File: src/rtl/ifetch_ctrl.sv
// Instruction fetch controller: owns the PC, drives the combinational
// instruction memory address and buffers {pc, instr} pairs toward decode
// in a small FIFO. Handles redirects (branch/jump/trap) and sticky
// fetch faults on misaligned or out-of-range PCs.
module ifetch_ctrl #(
  parameter logic [31:0] RESET_PC   = 32'h0000_0000,
  parameter int unsigned MEM_SIZE   = 256,
  parameter int unsigned FIFO_DEPTH = 2
) (
  input  logic        clk_i,
  input  logic        rst_ni,
  output logic [31:0] imem_addr_o,
  input  logic [31:0] imem_instr_i,
  input  logic        redirect_i,
  input  logic [31:0] redirect_pc_i,
  output logic        id_valid_o,
  input  logic        id_ready_i,
  output logic [31:0] id_pc_o,
  output logic [31:0] id_instr_o,
  output logic        fault_o,
  output logic [31:0] fault_pc_o
);

  localparam int unsigned PTR_W = $clog2(FIFO_DEPTH);
  localparam int unsigned CNT_W = $clog2(FIFO_DEPTH + 1);

  typedef enum logic {
    FETCH = 1'b0,
    FAULT = 1'b1
  } state_t;

  state_t             state_reg, state_next;
  logic [31:0]        pc_reg, pc_next;
  logic [31:0]        fault_pc_reg, fault_pc_next;
  logic [PTR_W-1:0]   rd_ptr_reg, rd_ptr_next;
  logic [PTR_W-1:0]   wr_ptr_reg, wr_ptr_next;
  logic [CNT_W-1:0]   count_reg, count_next;
  logic [31:0]        entry_pc_reg    [FIFO_DEPTH];
  logic [31:0]        entry_instr_reg [FIFO_DEPTH];

  logic pc_bad;
  logic fifo_full;
  logic fifo_empty;
  logic pop;
  logic push;
  logic flush;

  // Status decode: alignment/range check on the current PC and FIFO occupancy.
  always_comb begin
    pc_bad     = (pc_reg[1:0] != 2'b00) || ({2'b00, pc_reg[31:2]} >= MEM_SIZE);
    fifo_full  = (count_reg == CNT_W'(FIFO_DEPTH));
    fifo_empty = (count_reg == '0);
    pop        = !fifo_empty && id_ready_i;
  end

  // Next-state logic: redirect beats fault, fault beats push.
  always_comb begin
    state_next    = state_reg;
    pc_next       = pc_reg;
    fault_pc_next = fault_pc_reg;
    push          = 1'b0;
    flush         = 1'b0;
    if (redirect_i) begin
      state_next = FETCH;
      pc_next    = redirect_pc_i;
      flush      = 1'b1;
    end else begin
      case (state_reg)
        FETCH: begin
          if (pc_bad) begin
            state_next    = FAULT;
            fault_pc_next = pc_reg;
          end else if (!fifo_full || pop) begin
            // A full FIFO still accepts a push when the head leaves this cycle.
            push    = 1'b1;
            pc_next = pc_reg + 32'd4;
          end
        end
        FAULT: begin
          // Hold here until a redirect; the FIFO keeps draining.
        end
        default: state_next = FETCH;
      endcase
    end
  end

  // FIFO pointer/occupancy update; a flush empties the buffer but still honours the pop.
  always_comb begin
    rd_ptr_next = rd_ptr_reg + PTR_W'(pop);
    wr_ptr_next = wr_ptr_reg;
    count_next  = count_reg;
    if (flush) begin
      wr_ptr_next = rd_ptr_next;
      count_next  = '0;
    end else begin
      if (push) begin
        wr_ptr_next = wr_ptr_reg + PTR_W'(1);
      end
      count_next = count_reg + CNT_W'(push) - CNT_W'(pop);
    end
  end

  // Control state registers.
  always_ff @(posedge clk_i or negedge rst_ni) begin
    if (!rst_ni) begin
      state_reg    <= FETCH;
      pc_reg       <= RESET_PC;
      fault_pc_reg <= '0;
      rd_ptr_reg   <= '0;
      wr_ptr_reg   <= '0;
      count_reg    <= '0;
    end else begin
      state_reg    <= state_next;
      pc_reg       <= pc_next;
      fault_pc_reg <= fault_pc_next;
      rd_ptr_reg   <= rd_ptr_next;
      wr_ptr_reg   <= wr_ptr_next;
      count_reg    <= count_next;
    end
  end

  // FIFO storage; cleared on reset so the head reads as zero out of reset.
  always_ff @(posedge clk_i or negedge rst_ni) begin
    if (!rst_ni) begin
      for (int i = 0; i < int'(FIFO_DEPTH); i++) begin
        entry_pc_reg[i]    <= '0;
        entry_instr_reg[i] <= '0;
      end
    end else if (push) begin
      entry_pc_reg[wr_ptr_reg]    <= pc_reg;
      entry_instr_reg[wr_ptr_reg] <= imem_instr_i;
    end
  end

  assign imem_addr_o = pc_reg;
  assign id_valid_o  = !fifo_empty;
  assign id_pc_o     = entry_pc_reg[rd_ptr_reg];
  assign id_instr_o  = entry_instr_reg[rd_ptr_reg];
  assign fault_o     = (state_reg == FAULT);
  assign fault_pc_o  = fault_pc_reg;

endmodule

File: config.mk
export PLATFORM = sky130hd
export DESIGN_NAME = ifetch_ctrl
export DESIGN_NICKNAME = d
export VERILOG_FILES = /design/src/rtl/ifetch_ctrl.sv
export SDC_FILE = /design/constraint.sdc
export NUM_CORES = 1
export LEC_CHECK = 0
export ABC_AREA = 1
export CORE_ASPECT_RATIO = 1.75
export CORE_MARGIN = 1
export CORE_UTILIZATION = 40
export CTS_CLUSTER_SIZE = 28
export DETAILED_ROUTE_END_ITERATION = 10
export PLACE_DENSITY = 0.66
export REMOVE_ABC_BUFFERS = 1
export SLEW_MARGIN = 15
export SYNTH_ARGS = -nofsm -noshare
export SYNTH_HDL_FRONTEND = slang
export SYNTH_SLANG_ARGS = --single-unit
File: constraint.sdc
create_clock -name clk_i -period 6.11 [get_ports clk_i]
set_input_delay 0.9165 -clock clk_i [delete_from_list [all_inputs] [get_ports clk_i]]
set_output_delay 0.9165 -clock clk_i [all_outputs]
set_load 0.03 [all_outputs]
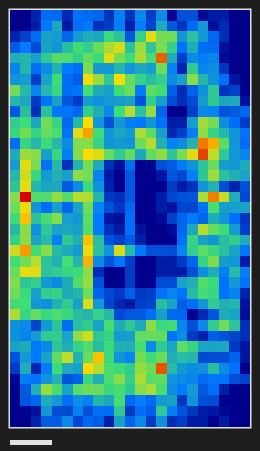
Run 1: wiring heat map
The bar under the picture is 20 um long. The die is cut into 23 by 39 equal tiles; dark blue is low, red is high, scaled to the fullest tile. Values are wire area over tile area, all layers added.
8.0% of the tiles are nearly empty. The densest ninth of the die: middle left. The mean over all tiles is 0.16. The emptiest ninth of the die: centre. 19% of the tiles are over half the peak.
drt total wl: 22400 um
via count: 7347
Total Routing Usage GR: 0.212
DR WL/cell: 14.8 um

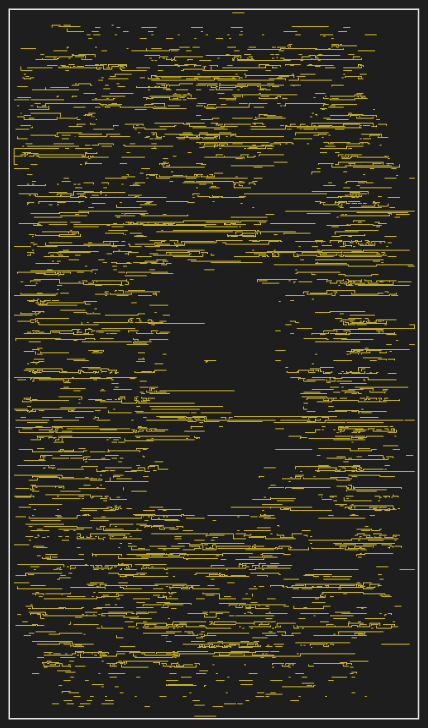
Run 1: met1 routing
1112 nets have wire on it. The longest straight run is 35.9 um.
met1 global-route usage: 0.251

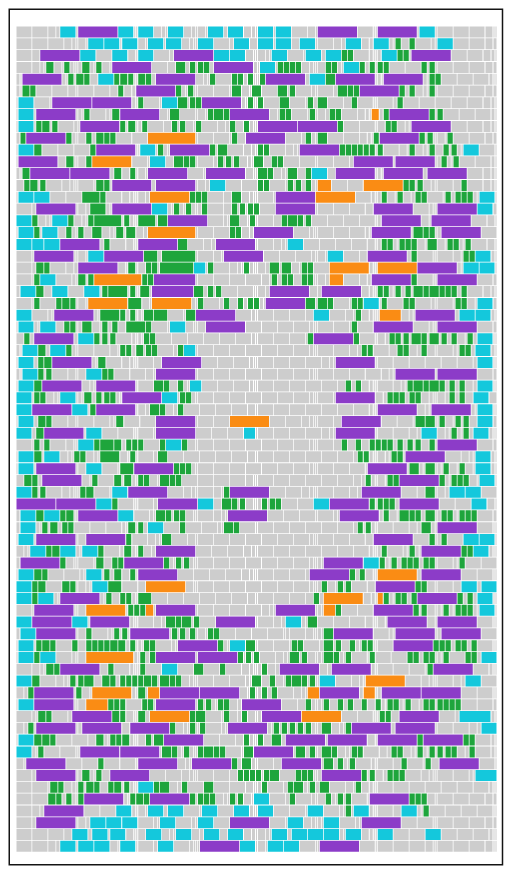
Run 1: placement by cell class
Fill, decap, tap and diode cells in grey.
combinational and other logic: shown in green, cells 794. flops: shown in purple, cells 197. clock drivers and dummy loads: shown in orange, cells 32. other buffers and delay cells: shown in cyan, cells 203.

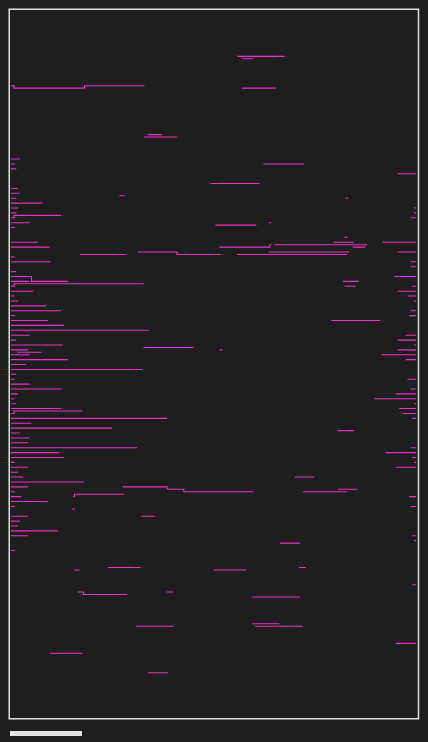
Run 1: M3 wires
The bar under the picture is 20 um long.
The layer carries 1180 um of wire. The layer holds 5.2% of the routed length. The wires run mostly horizontal. 131 nets have wire on it.
global-route met3 utilization: 0.0523

==> ci_impl_report.md, run 1 <==
## PnR job results

| Metric | Value |
|---|---|
| Placed cell count | `1482` |
| IO buf count | `197` |
| HP Class | `in2async` |
| Die Width | `113 um` |
| Core utilization before placement | `0.411` |
| FF+latch area | `4930 um^2` |
| Post-synth EDFFs | `0` |
| Synth warn | `0` |
| PD cells | `288 nW/um^2` |
| Slew at the pin with the worst max-slew slack | `1.13 ns` |
| Placement Cell Area | `10700 um^2` |
| Mean area per synthesized cell | `8.18 um^2` |
| Latency at later pin | `0.43 ns` |
| Number of fill cells in the layout | `1963` |
| Top cell category | `sequential cells` |
| Status | `complete, no violations` |
| Data buffer area share | `0.179` |
| FF+latch count | `197` |
| RSZ-0062 raised after global routing | `false` |
| Vias in the first global route | `7228` |
| Count leader, synth | `nand2_1` |
| Top cells by area | `dfrtp_1 57%, nand2_1 22%, nand4_1 5.8%, inv_1 3.1%, o21ai_0 2.9%` |
| Cell area after synthesis | `8680 um^2` |
| Critical Path Sink Type | `output pin` |
| Layout Nets | `1285` |
| Fmax | `278 MHz` |
| Area of the core | `21100 um^2` |
| Worst Path Required | `5.19 ns` |
| Gr ovfl total | `0` |
| VDD IR-drop max | `0.236 mV` |
| Top cell excl fill/tap | `nand2_1` |
| Ant diodes | `1` |
| Reg clk slew, reported paths | `0.07 ns` |
| Fin Hold WS | `0.391 ns` |
| Top cell area share | `0.568` |
| Nonclk inv count | `90` |
| WP data arrival | `2.68 ns` |
| Seq cells post-synth | `197` |
| Hold_buf cts | `0` |
| Via-to-Cell Ratio | `4.85` |
| Bufs w/o clock | `203` |
| Post-cts resize count | `0` |
| Slew margin rel. | `0.243` |
| Finish-stage setup viols | `0` |
## run 1: report_power, final
part / internal, mW / switching [mW]
Clock: 0.707 / 0.489
Combinational: 0.195 / 0.432
Sequential: 1.37 / 0.0846
## run 1: kinds of logic (layout without fill, tap and decap cells)
kind of cell / Yosys count / after routing / share of synthesized area
other: 0 / 1 / 0
flip-flops: 197 / 197 / 0.568
XOR/XNOR: 7 / 7 / 0.00707
AND/OR/NAND/NOR: 631 / 631 / 0.305
buffers and inverters: 159 / 325 / 0.0783
adder cells (fa/ha/maj): 4 / 4 / 0.00577
AND-OR/OR-AND: 62 / 62 / 0.0358
## run 1: path summary, 6_finish.rpt
path / end / cells after the start / startpoint
hold / removal: entry_pc_reg[51] / 1 / rst_ni
setup reg to reg: entry_instr_reg[46] / 4 / wr_ptr_reg
hold reg to reg: entry_pc_reg[28] / 2 / entry_pc_reg[28]
setup / recovery: id_instr_o[7] / 5 / rd_ptr_reg
min in group clk_i: entry_pc_reg[28] / 2 / entry_pc_reg[28]
max in group asynchronous: wr_ptr_reg / 2 / rst_ni
## run 1: through the flow
step / setup slack, ns / util
after floorplan: 1.68 / -
after detailed placement: 2.33 / 0.509
after global placement: 2.42 / 0.509
after CTS: 2.44 / 0.539
final: 2.51 / 0.539
after global routing: 2.29 / 0.539
## run 1: critical path, stage by stage (launching register included)
cell and delay [ns]:
dfrtp_2 0.41, inv_2 0.46, buf_4 0.49, nand2_1 0.10, nand2_1 0.10, clkdlybuf4s50_1 0.68
## run 1: layer usage
| layer | GRT usage | share of wire | vias up |
|---|---|---|---|
| li1 | - | - | 3608 |
| met4 | 0.0643 | 0.011 | 0 |
| met1 | 0.251 | 0.41 | 3522 |
| met5 | 0 | 0 | - |
| met2 | 0.375 | 0.53 | 198 |
| met3 | 0.0523 | 0.052 | 19 |
Run 1, clock nets:
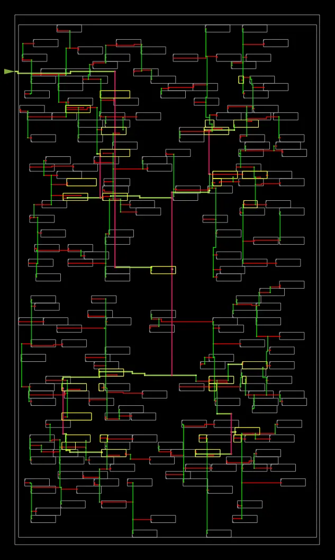

==> run 2, diff against run 1 <==
- PLACE_DENSITY: 0.66 -> 0.69
- clock period: 6.11 -> 3.25 ns (I/O delays scaled with it)
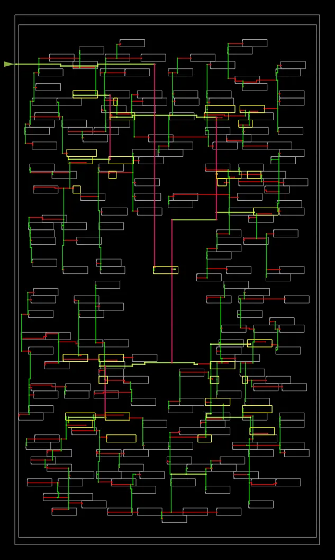
Run 2: clock nets
Clock net power: 2.35 mW
Final Skew: 0.00999 ns
Clock Buffer Count: 21

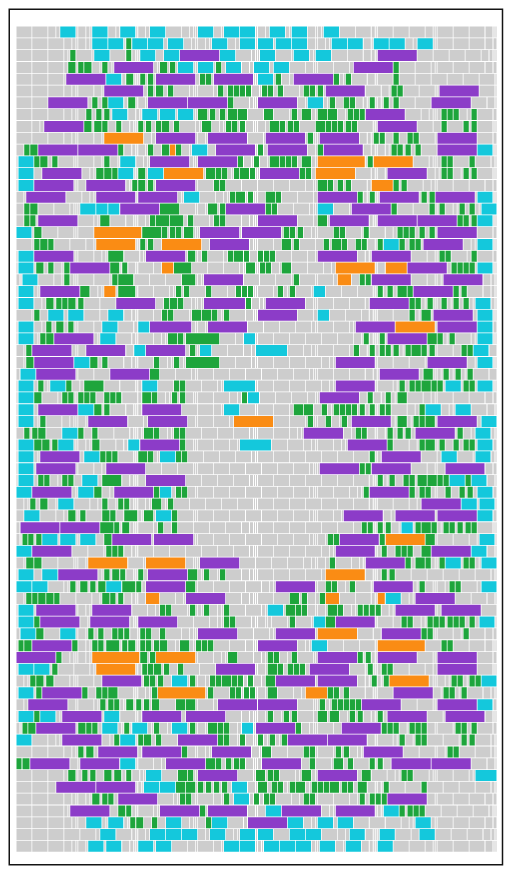
Run 2: placement by cell class
Fill, decap, tap and diode cells in grey.
flops: shown in purple, cells 197. other buffers and delay cells: shown in cyan, cells 214. clock drivers and dummy loads: shown in orange, cells 32. combinational and other logic: shown in green, cells 794.
Seq area share: 0.428
Cell Rows: 70
Finished Cell Area: 11500 um^2
area of the core: 21100 um^2

==> run 2 against run 1 <==
Core utilization grew 0.63 points. Synthesized area unchanged. Sequential cell count unchanged. Sequential share of layout area decreased by 0.50 points. Design area increased by 1.2%. Wire length increased by 1.7%. Sequential power grew 86%. Non-clock buffer count up 11. Register-to-register slack worse by 2.3 ns. Global-route usage grew 0.51 points. Critical endpoint is now id_pc_o[5].
==> ci_impl_report.md, run 2 <==
## PnR job results

| Metric | Value |
|---|---|
| Status | `complete, no violations` |
| Placement Setup Slack | `0.665 ns` |
| IO buf count | `197` |
| Worst Path Required | `2.76 ns` |
| Yosys aoi share | `0.0358` |
| Final WS setup | `0.468 ns` |
| Top cell excl fill/tap | `nand2_1` |
| MUX area fraction | `0` |
| Total Routing Usage GR | `0.217` |
| Vias in the first global route | `7281` |
| Layout Nets | `1296` |
| Top non-seq family | `simple AND/OR/NAND/NOR gates` |
| Seq cells post-synth | `197` |
| Basic Gates by Area | `0.305` |
| Post-cts resize count | `0` |
| Fin Hold WS | `0.0735 ns` |
| Hold_buf cts | `0` |
| FA/HA/MAJ Cells, Area Fraction | `0.00577` |
| WP data arrival | `2.29 ns` |
| Critical Path Sink Type | `output pin` |
| Placed cell count | `1493` |
| Largest stage delay, worst path | `0.69 ns` |
| Slew at the pin with the worst max-slew slack | `0.780 ns` |
| Slew margin rel. | `0.480` |
| DR WL/cell | `15.0 um` |
| XORs/XNORs by Area | `0.00707` |
| Via count | `7361` |
| Die Width | `113 um` |
| VDD IR-drop max | `0.358 mV` |
| Latency at later pin | `0.43 ns` |
| Crit path top cell by count | `nand2_1` |
| Synth warn | `0` |
| Placement Cell Area | `10800 um^2` |
| Worst path cell trace | `inv_2 -> buf_12 -> nand2_1 -> nand2_1 -> clkdlybuf4s50_1` |
| Mean area per synthesized cell | `8.18 um^2` |
| RSZ-0062 raised after global routing | `false` |
| Fmax | `359 MHz` |
| Post-synth EDFFs | `0` |
| Count leader, synth | `nand2_1` |
| FF+latch area | `4930 um^2` |
| Via-to-Cell Ratio | `4.82` |
-- run 2: cell families (layout without fill, tap and decap cells) --
group           Yosys count  in the layout
fa+ha+maj                 4              4
simple gates            631            631
compound gates           62             62
xor+xnor                  7              7
buf+inv                 159            336
flops                   197            197
other cells               0              1
-- run 2: final timing paths --
check / start / to / slack [ns] / cells after the start
worst max-delay path: rd_ptr_reg / id_pc_o[5] / 0.47 / 5
worst min-delay path: rst_ni / entry_pc_reg[24] / 0.07 / 1
worst max register to register: imem_addr_o[30] / count_reg[1] / 0.73 / 11
worst min register to register: entry_pc_reg[12] / entry_pc_reg[12] / 0.46 / 2
max in group asynchronous: rst_ni / entry_pc_reg[1] / 2.35 / 2
min in group clk_i: entry_pc_reg[12] / entry_pc_reg[12] / 0.46 / 2
-- run 2: metal layers --
layer	share of wire	vias to the layer above	GRT usage
met5	0	-	0
met4	0.021	0	0.0770
met3	0.045	30	0.0483
met2	0.54	180	0.399
met1	0.40	3523	0.242
li1	-	3628	-
-- run 2: area by class of cell --
class,count,share of cell area
clock buffers,21,0.0408
clock inverters,11,0.0171
repair buffers,214,0.186
diodes,1,0.000217
flip-flops and latches,197,0.428
multi-input cells,704,0.267
inverters,90,0.0295
well taps,288,0.0313
-- run 2: worst max-delay path, delay by kind of cell (launching register included) --
kind,cells,cell delay (ns)
buffers and inverters,3,1.20
AND/OR/NAND/NOR,2,0.18
flip-flops,1,0.43
-- run 2: report_power, final --
part | leakage (nW) | internal, mW | switching (mW)
registers | 2.63 | 2.57 | 0.121
logic | 3.16 | 0.402 | 0.855
clock network | 0.320 | 1.43 | 0.917
total | 6.10 | 4.40 | 1.89
Run 2, M3 wires:
The bar under the picture is 20 um long.
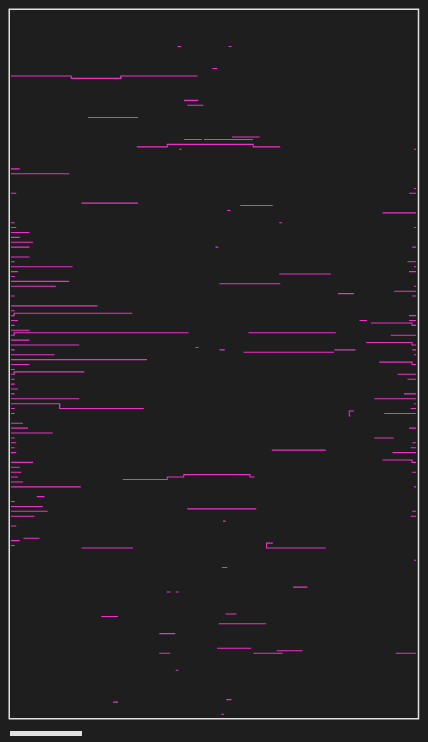

==> run 3, diff against run 2 <==
- PLACE_DENSITY: 0.69 -> 0.66
- clock period: 3.25 -> 2.69 ns (I/O delays scaled with it)
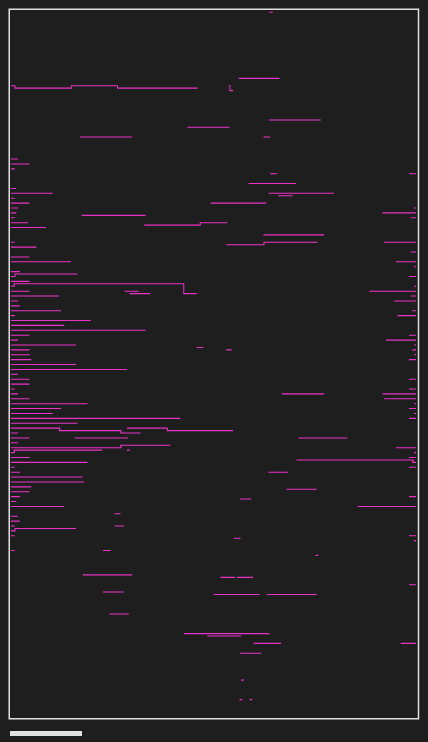
Run 3: M3 wires
The bar under the picture is 20 um long.
The layer carries 1320 um of wire. The layer holds 5.9% of the routed length. 133 nets have wire on it. The longest straight run is 47.1 um.

==> run 3 against run 2 <==
Synthesized cell count unchanged. Wire length shrank 1.4%. Die area did not move. Sequential power grew 21%. Sequential cell count unchanged. Clock skew shrank 0.0038 ns. Clock-buffer cell count shrank 1. Critical endpoint is now id_pc_o[17]. Worst setup slack worse by 0.31 ns.
==> ci_impl_report.md, run 3 <==
## PnR job results

| Metric | Value |
|---|---|
| Post-cts resize count | `0` |
| WP data arrival | `2.13 ns` |
| Final Skew | `0.00620 ns` |
| Worst Path Required | `2.29 ns` |
| HP Class | `reg2reg` |
| Cell Rows | `70` |
| Placed cell count | `1497` |
| Core utilization before placement | `0.411` |
| Slew at the pin with the worst max-slew slack | `0.686 ns` |
| Final WS setup | `0.155 ns` |
| Gr ovfl total | `0` |
| PD cells | `642 nW/um^2` |
| IO buf count | `197` |
| Critical Path Sink Type | `output pin` |
| Reg clk slew, reported paths | `0.07 ns` |
| Vias in the first global route | `7138` |
| Count leader, synth | `nand2_1` |
| Area of the core | `21100 um^2` |
| Die Width | `113 um` |
| Synth warn | `0` |
| Top cells by area | `dfrtp_1 57%, nand2_1 22%, nand4_1 5.8%, inv_1 3.1%, o21ai_0 2.9%` |
| RSZ-0062 raised after global routing | `false` |
| Total Routing Usage GR | `0.213` |
| VDD IR-drop max | `0.446 mV` |
| Finish-stage setup viols | `0` |
| Status | `complete, no violations` |
| Latency at later pin | `0.44 ns` |
| Seq cells post-synth | `197` |
| DR WL/cell | `14.7 um` |
| Fin Hold WS | `0.465 ns` |
| Fmax | `394 MHz` |
| Top cell excl fill/tap | `nand2_1` |
| Top cell area share | `0.568` |
| Mean area per synthesized cell | `8.18 um^2` |
| Slew margin rel. | `0.543` |
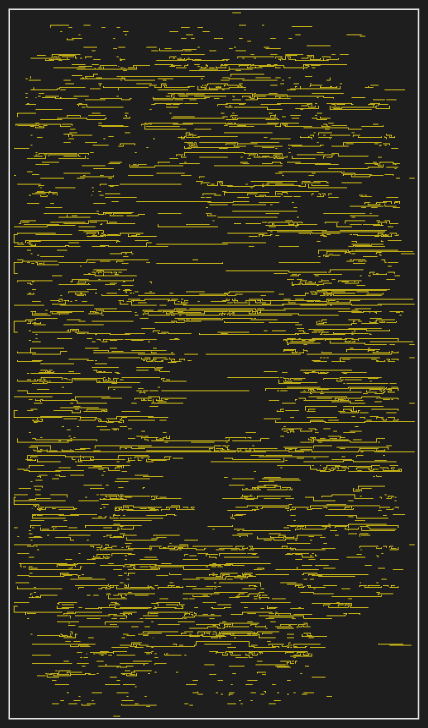
Run 3: met1 routing
The longest straight run is 52.4 um. 1130 nets have wire on it.
via count: 7329
met1 global-route usage: 0.260
drt total wl: 22500 um

## run 3: routing by layer
layer	global-route usage	vias to the layer above	wire, um
li1	-	3634	-
met1	0.260	3472	9320
met2	0.363	197	11400
met3	0.0572	26	1320
met4	0.0731	0	431
met5	0	-	0
## run 3: power breakdown
part	internal [mW]	switching, mW	total, mW
logic	0.510	1.04	1.55
registers	3.10	0.149	3.25
clock network	1.49	1.07	2.57
total	5.11	2.27	7.37
## run 3: area by class of cell
cell class,count,area [um^2]
fillers,2011,9630
repair buffers,219,2180
inverters,90,340
diodes,1,2.50
multi-input cells,704,3070
clock inverters,10,131
well taps,288,360
clock buffers,20,457
flip-flops and latches,197,4930
## run 3: worst max-delay path, stage by stage (launching register included)
cell,delay [ns]
dfrtp_2,0.39
buf_4,0.41
nand2_1,0.09
nand2_1,0.11
clkdlybuf4s50_1,0.68
## run 3: worst paths after layout
kind                                  startpoint                   to  depth (start not counted)
worst min register to register  entry_pc_reg[15]     entry_pc_reg[15]                          2
worst max-delay path                  rd_ptr_reg          id_pc_o[17]                          4
min in group asynchronous                 rst_ni     entry_pc_reg[19]                          2
worst min-delay path            entry_pc_reg[15]     entry_pc_reg[15]                          2
max in group asynchronous                 rst_ni  entry_instr_reg[42]                          3
worst max register to register   imem_addr_o[14]         count_reg[1]                         11
## run 3: logic make-up (layout without fill, tap and decap cells)
logic type	after synthesis	in the layout	synth area share
AND/OR/NAND/NOR	631	631	0.305
flip-flops	197	197	0.568
buffers and inverters	159	339	0.0783
AND-OR/OR-AND	62	62	0.0358
XOR/XNOR	7	7	0.00707
adder cells (fa/ha/maj)	4	4	0.00577
other	0	1	0
## run 3: repair_timing
item	4_1_cts	5_1_grt
buffers inserted	0	0
hold buffers	1	0
endpoints found under the hold margin	29	0
No activity file was given, so power comes from the tool's default toggle rates.
